--- config.mk ---
export PLATFORM = sky130hd
export DESIGN_NAME = up_cntr_monitor
export DESIGN_NICKNAME = d
export VERILOG_FILES = /design/src/rtl/up_cntr_monitor.sv
export SDC_FILE = /design/constraint.sdc
export NUM_CORES = 1
export LEC_CHECK = 0
export ABC_AREA = 1
export CORE_ASPECT_RATIO = 0.6
export CORE_MARGIN = 2
export CORE_UTILIZATION = 45
export CTS_CLUSTER_SIZE = 10
export DETAILED_ROUTE_END_ITERATION = 16
export PLACE_DENSITY = 0.72
export SLEW_MARGIN = 30
export SYNTH_ARGS = -nofsm -noshare
export SYNTH_HDL_FRONTEND = slang
export SYNTH_SLANG_ARGS = --single-unit
--- constraint.sdc ---
create_clock -name clk -period 2.9 [get_ports clk]
set_clock_uncertainty 0.15 [all_clocks]
set_input_delay 0.435 -clock clk [delete_from_list [all_inputs] [get_ports clk]]
set_output_delay 0.435 -clock clk [all_outputs]
set_load 0.03 [all_outputs]
--- src/rtl/up_cntr_monitor.sv ---
// up_cntr_monitor
//   Checker that watches a free-running up counter and locks onto its
//   +1 mod 2^WIDTH sequence. Once locked it counts max->0 wraps, pulses a
//   terminal-count strobe and flags skipped, held or reversed counts.
//
// Ports
//   clk       system clock, all state on the rising edge
//   rst       asynchronous active-low reset, clears every register
//   en        monitor enable; low forces IDLE (error/wrap history is kept)
//   q         counter value under observation
//   clr_err   synchronous clear of err / err_cnt (a same-cycle error wins)
//   locked    high while the checker is in LOCK
//   tc        one-cycle pulse after the maximum count is sampled in LOCK
//   err       sticky error flag
//   err_cnt   saturating error count
//   wrap_cnt  number of max->0 transitions seen in LOCK (wraps)
//   last_bad  q value that caused the most recent error
module up_cntr_monitor #(
  parameter int WIDTH    = 3,
  parameter int SYNC_CNT = 2,
  parameter int WRAP_W   = 8
) (
  input  logic              clk,
  input  logic              rst,
  input  logic              en,
  input  logic [WIDTH-1:0]  q,
  input  logic              clr_err,
  output logic              locked,
  output logic              tc,
  output logic              err,
  output logic [7:0]        err_cnt,
  output logic [WRAP_W-1:0] wrap_cnt,
  output logic [WIDTH-1:0]  last_bad
);

  localparam logic [WIDTH-1:0]  Q_MAX    = '1;
  localparam logic [WIDTH-1:0]  Q_ONE    = WIDTH'(1);
  localparam logic [WRAP_W-1:0] WRAP_ONE = WRAP_W'(1);
  localparam logic [3:0]        SYNC_L   = 4'(SYNC_CNT);

  typedef enum logic [1:0] {IDLE, SYNC, LOCK, FAULT} state_t;

  state_t           state;
  state_t           state_nxt;
  logic [WIDTH-1:0] q_prev;
  logic [3:0]       good;
  logic [3:0]       good_nxt;
  logic [3:0]       good_inc;
  logic [WIDTH-1:0] exp_q;
  logic             hit;
  logic             bad;
  logic             wrap_hit;
  logic             tc_nxt;

  function automatic logic [7:0] sat_inc(input logic [7:0] v);
    return (v == 8'hff) ? v : v + 8'd1;
  endfunction

  assign exp_q    = q_prev + Q_ONE;
  assign hit      = (q == exp_q);
  assign good_inc = good + 4'd1;

  always_ff @(posedge clk or negedge rst) begin
    if (!rst) state <= IDLE;
    else      state <= state_nxt;
  end

  always_comb begin
    state_nxt = state;
    good_nxt  = good;
    bad       = 1'b0;
    wrap_hit  = 1'b0;
    tc_nxt    = 1'b0;
    if (!en) begin
      state_nxt = IDLE;
    end else begin
      unique case (state)
        IDLE: begin
          state_nxt = SYNC;
          good_nxt  = 4'd0;
        end
        // FAULT lasts one cycle but its sample already counts toward the
        // resync, so a clean count relocks SYNC_CNT good samples after the
        // bad one.
        SYNC, FAULT: begin
          if (hit) begin
            good_nxt  = good_inc;
            state_nxt = (good_inc == SYNC_L) ? LOCK : SYNC;
          end else begin
            good_nxt  = 4'd0;
            state_nxt = SYNC;
          end
        end
        LOCK: begin
          tc_nxt = (q == Q_MAX);
          if (hit) begin
            wrap_hit = (q_prev == Q_MAX);
          end else begin
            bad       = 1'b1;
            good_nxt  = 4'd0;
            state_nxt = FAULT;
          end
        end
        default: state_nxt = IDLE;
      endcase
    end
  end

  always_ff @(posedge clk or negedge rst) begin
    if (!rst) begin
      q_prev   <= '0;
      good     <= 4'd0;
      locked   <= 1'b0;
      tc       <= 1'b0;
      err      <= 1'b0;
      err_cnt  <= 8'd0;
      wrap_cnt <= '0;
      last_bad <= '0;
    end else begin
      if (en) q_prev <= q;
      good   <= good_nxt;
      locked <= (state_nxt == LOCK);
      tc     <= tc_nxt;
      if (wrap_hit) wrap_cnt <= wrap_cnt + WRAP_ONE;
      // A new error beats a simultaneous clear: the count restarts at 1.
      if (bad) begin
        err      <= 1'b1;
        err_cnt  <= clr_err ? 8'd1 : sat_inc(err_cnt);
        last_bad <= q;
      end else if (clr_err) begin
        err     <= 1'b0;
        err_cnt <= 8'd0;
      end
    end
  end

endmodule

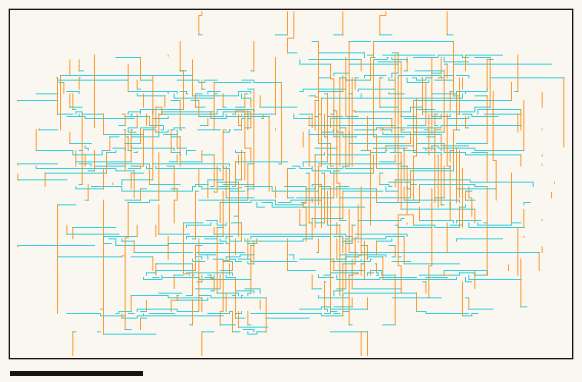
run_1/wires.png
The bar under the picture is 20 um long. Two of the layers only.
| color | layer | wire length |
|---|---|---|
| orange | metal 2 | 1490 um |
| cyan | metal 1 | 1910 um |

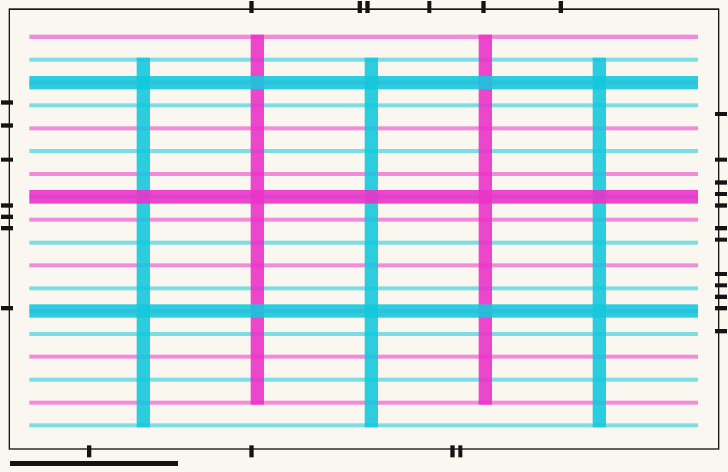
run_1/power_grid.png
The bar under the picture is 20 um long. Pins as bars on the die edge.
| color | net |
|---|---|
| cyan | VSS |
| magenta | VDD |
signal pins: 29
rows: 17
met5 straps: 3

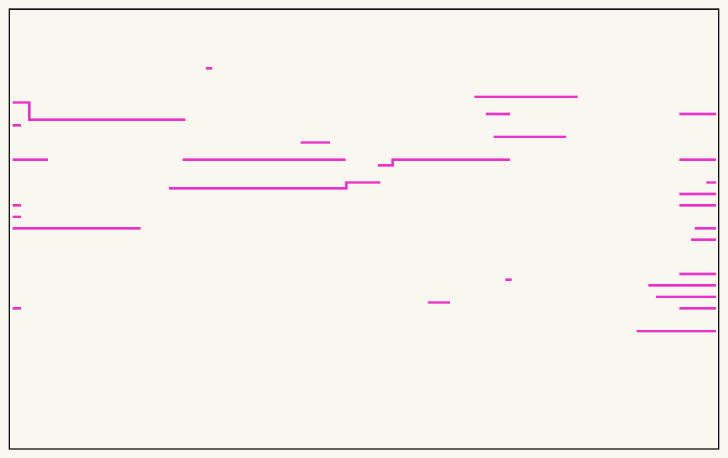
run_1/layer_met3.png
nets with wire on the layer: 24
longest straight run: 20.9 um
via count: 1541
met3 usage: 5.71%

run 1: power breakdown:
part	internal, mW	leakage, nW	switching, mW
Combinational	0.0326	0.666	0.0586
Clock	0.216	0.0515	0.158
Sequential	0.442	0.417	0.00711
Total	0.691	1.13	0.224
run 1: cells by family after synthesis:
kind of cell | count (synthesis)
AND-OR/OR-AND | 11
XOR/XNOR | 4
buffers and inverters | 38
adder cells (fa/ha/maj) | 6
AND/OR/NAND/NOR | 139
flip-flops | 31
run 1: routing by layer:
metal	share of wire, %	routed length, um	track usage [%]
met5	0	0	0
met3	5.2	187	5.71
met4	1.0	38	6.18
met2	41	1490	30.0
met1	53	1910	26.8
==> metrics.cfg, run 1 <==
[setup_path]
r2r_end = wrap_cnt[6]
cp_cell_sequence = ha_1 > ha_1 > xnor2_2 > nand3_4 > nor2_1 > nand3_1 > nand2_1 > nand2_1
timing_worst_setup_path_type = reg2reg
endpoint_kind = flop
slowest_stage = dfrtp_1
reg2reg_from = q_prev[0]
critPathRequiredTime_ns = 2.92

[clock_tree]
cts.sinks = 31
post_cts_buffers = 0

[min_path]
hold_path_class = reg2reg

[die]
n_tap_cell = 47
die_w_um = 84.3
die_h_um = 52.2

[finish]
final_cells = 311
nNonClkInverters = 36
layout_top_cell = nand2_1
diodes = 0
largest_registers = err_cnt: 8 flops, wrap_cnt: 8 flops, good: 4 flops
syn2layout_area_growth_pct = 25.0
clock_area_share_pct = 4.60

[logic_synthesis]
ys_sh_aoi_pct = 3.67
syn_area_per_cell_sq_um = 7.59
synth-simple-area-share_pct = 36.5
ys_seq_share_pct = 44.6
mux_share_pct = 0
fa_ha_area_share_pct = 4.32
ys_cells = 229

[global_routing]
grt_use_total_pct = 19.5

[routing]
drtAntennaViolNets = 0
wl_per_cell_um = 11.7

[placed_design]
numPortBuffers = 28
dp.cells = 303

[timing]
clock.fmax_mhz = 466
finalCritPeriodShare_pct = 74.1

[pwr]
ir_drop_v = 0.000219

[outcome]
outcome = completed

[flow_run]
max_cap_viol_count = 0

run_1/layer_met2.png
The bar under the picture is 20 um long.
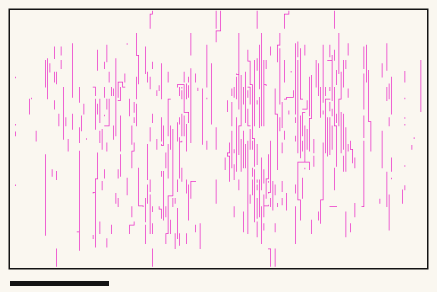

--- run 2 (diff from run 1) ---
Clock period 2.9 ns to 2.24 ns, I/O delays scaled along.
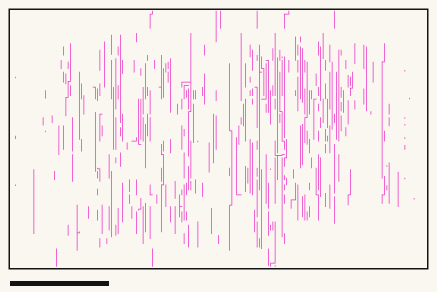
run_2/layer_met2.png
The bar under the picture is 20 um long.
share of all routed wire: 40%
main direction: vertical
wire length on this layer: 1490 um
drt total wl: 3.71 mm
via count: 1516
met2 Use GR: 28.3%

==> run 2 against run 1 <==
Die size unchanged. Utilization about the same. Total power increased by 21%. Fmax increased by 3.7%. Register-to-register slack got worse by 0.58 ns. Via count decreased by 1.6%. Design area about the same. Global-route usage increased by 0.30 points. First-iteration DRC count decreased by 38%. Sequential share of layout area about the same. Wire length increased by 2.3%. Critical path type unchanged. Critical endpoint is now wrap_cnt[1]. Largest power group unchanged.
==> metrics.cfg, run 2 <==
[outcome]
outcome = completed

[pwr]
clockPowerShare_pct = 36.1
p_sw_share_pct = 25.5
p_comb_share_pct = 11.4
pwr-share-seq_pct = 52.4
power_leader = registers
p_int_mw = 0.827
p_comb_mw = 0.127
power_clock_mw = 0.401
seq_cell_power_mw = 0.582

[global_routing]
grtUsageMet3_pct = 5.87
grt_max_degree = 32
grt_use_total_pct = 19.8

[die]
die_area_sq_um = 4390

[timing]
rsz0062_at_grt = false
finalCritPeriodShare_pct = 92.4
clock.fmax_mhz = 483

[clock_tree]
cts.sinks = 31
post_cts_buffers = 0

[flow_run]
max_cap_viol_count = 0

[finish]
final_cells = 311
largest_registers = err_cnt: 8 flops, wrap_cnt: 8 flops, good: 4 flops
layout_top_cell = nand2_1
syn2layout_area_growth_pct = 25.0
diodes = 0

[setup_path]
reg2reg_from = q_prev[0]
crit_arrival_ns = 2.10
worstSetupEndpoint = wrap_cnt[1]
critPathRequiredTime_ns = 2.27
cp_cell_sequence = ha_1 > ha_1 > xnor2_4 > nand3_4 > nor2_1 > nand3_1 > nand2_1 > nand2_1
timing_worst_setup_path_type = reg2reg
slowest_stage = dfrtp_1
r2r_end = wrap_cnt[1]

[logic_synthesis]
ys_cells = 229
syn_area_per_cell_sq_um = 7.59
yosysMostFrequentCell = nand2_1

[placed_design]
numPortBuffers = 28
dp.cells = 305

[routing]
met1Wirelength_mm = 2.01
top_layer = met4
drtAntennaViolNets = 0
dr_wl_met3_um = 172
wl_per_cell_um = 11.9

[min_path]
hold_path_class = in2async

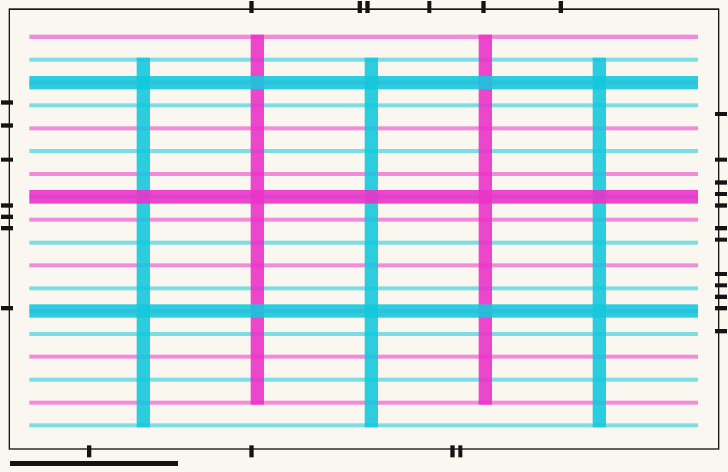
run_2/power_grid.png
The bar under the picture is 20 um long. Pins as bars on the die edge.
| color | net |
|---|---|
| cyan | VSS |
| magenta | VDD |
signal pins: 29
met4 straps: 5
rows: 17
met5 straps: 3
worst vdd ir: 0.000328 V
core region area: 3680 sq um
chip height: 52.2 um

run 2: cell counts after synthesis:
No cell type changed its count.
run 2: area by class of cell:
cell class / instances / area [sq um]
fillers: 361 / 1510
multi-input cells: 160 / 828
flip-flops and latches: 31 / 776
repair buffers: 31 / 303
inverters: 36 / 135
clock buffers: 6 / 72.6
well taps: 47 / 58.8
run 2: cell families (layout without fill, tap and decap cells):
| group | count (synthesis) | count (layout) | synth area share, % |
|---|---|---|---|
| AOI/OAI and AO/OA | 11 | 11 | 3.67 |
| xor gates and xnor gates | 4 | 4 | 2.45 |
| adders and majority gates | 6 | 6 | 4.32 |
| buffers and inverters | 38 | 73 | 8.42 |
| DFF | 31 | 31 | 44.6 |
| and+or+nand+nor | 139 | 139 | 36.5 |
run_2/layer_met3.png
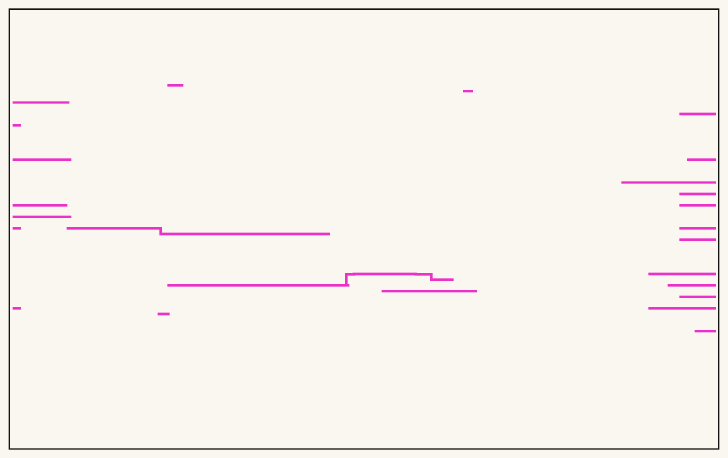

--- run 3 (diff from run 2) ---
Settings changed: CORE_MARGIN 2 to 5, PLACE_DENSITY 0.72 to not set, PLACE_DENSITY_LB_ADDON set to 0.12.
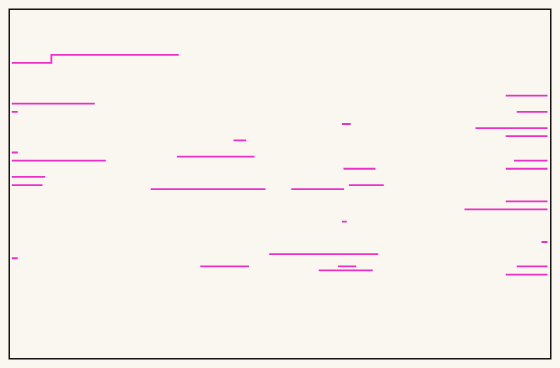
run_3/layer_met3.png
share of all routed wire: 6.4%
longest straight run: 21.2 um
wire length on this layer: 236 um
main direction: horizontal

==> run 3 against run 2 <==
Sequential power about the same. Die size is 19% higher. Largest power group unchanged. Sequential share of layout area down 0.45 points. Via count down 0.73%. Synthesized cell count is the same. Total power rose by 7.1%. Design area up 1.3%. Utilization rose by 0.40 points. Largest cell class unchanged.
==> metrics.cfg, run 3 <==
[pwr]
ir_drop_v = 0.000285
p_sw_share_pct = 24.2
power_leader = registers
p_comb_mw = 0.126
clockPowerShare_pct = 40.5

[placed_design]
dp.cells = 305

[finish]
final_cells = 313
diodes = 0
multiInputGateArea_sq_um = 828
nFillCells = 344
seq_area_sq_um = 776
largest_registers = err_cnt: 8 flops, wrap_cnt: 8 flops, good: 4 flops

[setup_path]
endpoint_kind = flop
critPathRequiredTime_ns = 2.25
crit_arrival_ns = 2.06
timing_worst_setup_path_type = reg2reg
r2r_end = wrap_cnt[6]

[outcome]
outcome = completed

[routing]
drtAntennaViolNets = 0
vias = 1505
met2_length_mm = 1.41

[global_routing]
met2_usage_pct = 21.7
grt_max_degree = 32
grt_use_total_pct = 15.5

[die]
die_w_um = 90.3
die_area_sq_um = 5250

[logic_synthesis]
ys_seq_share_pct = 44.6

[clock_tree]
cts.sinks = 31
post_cts_buffers = 0

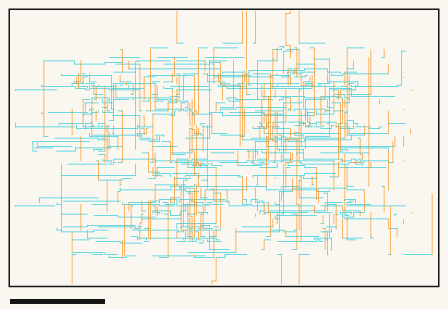
run_3/wires.png
The bar under the picture is 20 um long. Two of the layers only.
| color | layer | wire length |
|---|---|---|
| cyan | metal 1 | 2020 um |
| orange | metal 2 | 1410 um |

==> run 3: kinds of logic after synthesis <==
| kind of cell | count (synthesis) | synth area share (%) |
|---|---|---|
| simple gates | 139 | 36.5 |
| xor+xnor | 4 | 2.45 |
| fa+ha+maj | 6 | 4.32 |
| compound gates | 11 | 3.67 |
| buf+inv | 38 | 8.42 |
| flops | 31 | 44.6 |
==> run 3: area by class of cell <==
cell class	instances	area share [%]
inverter	36	6.14
timing repair buffer	31	13.8
clock buffer	8	4.55
tap	47	2.67
sequential	31	35.2
multi-input combinational	160	37.6
==> run 3: stage by stage <==
step,util (%),worst slack (ns)
2_1_floorplan,-,0.336
3_3_place_gp,56.5,0.185
3_5_place_dp,56.5,0.164
4_1_cts,59.2,0.142
5_1_grt,59.5,0.0313
6_report,59.5,0.191
Power figures rest on the tool's default switching activity, not on a simulated workload.
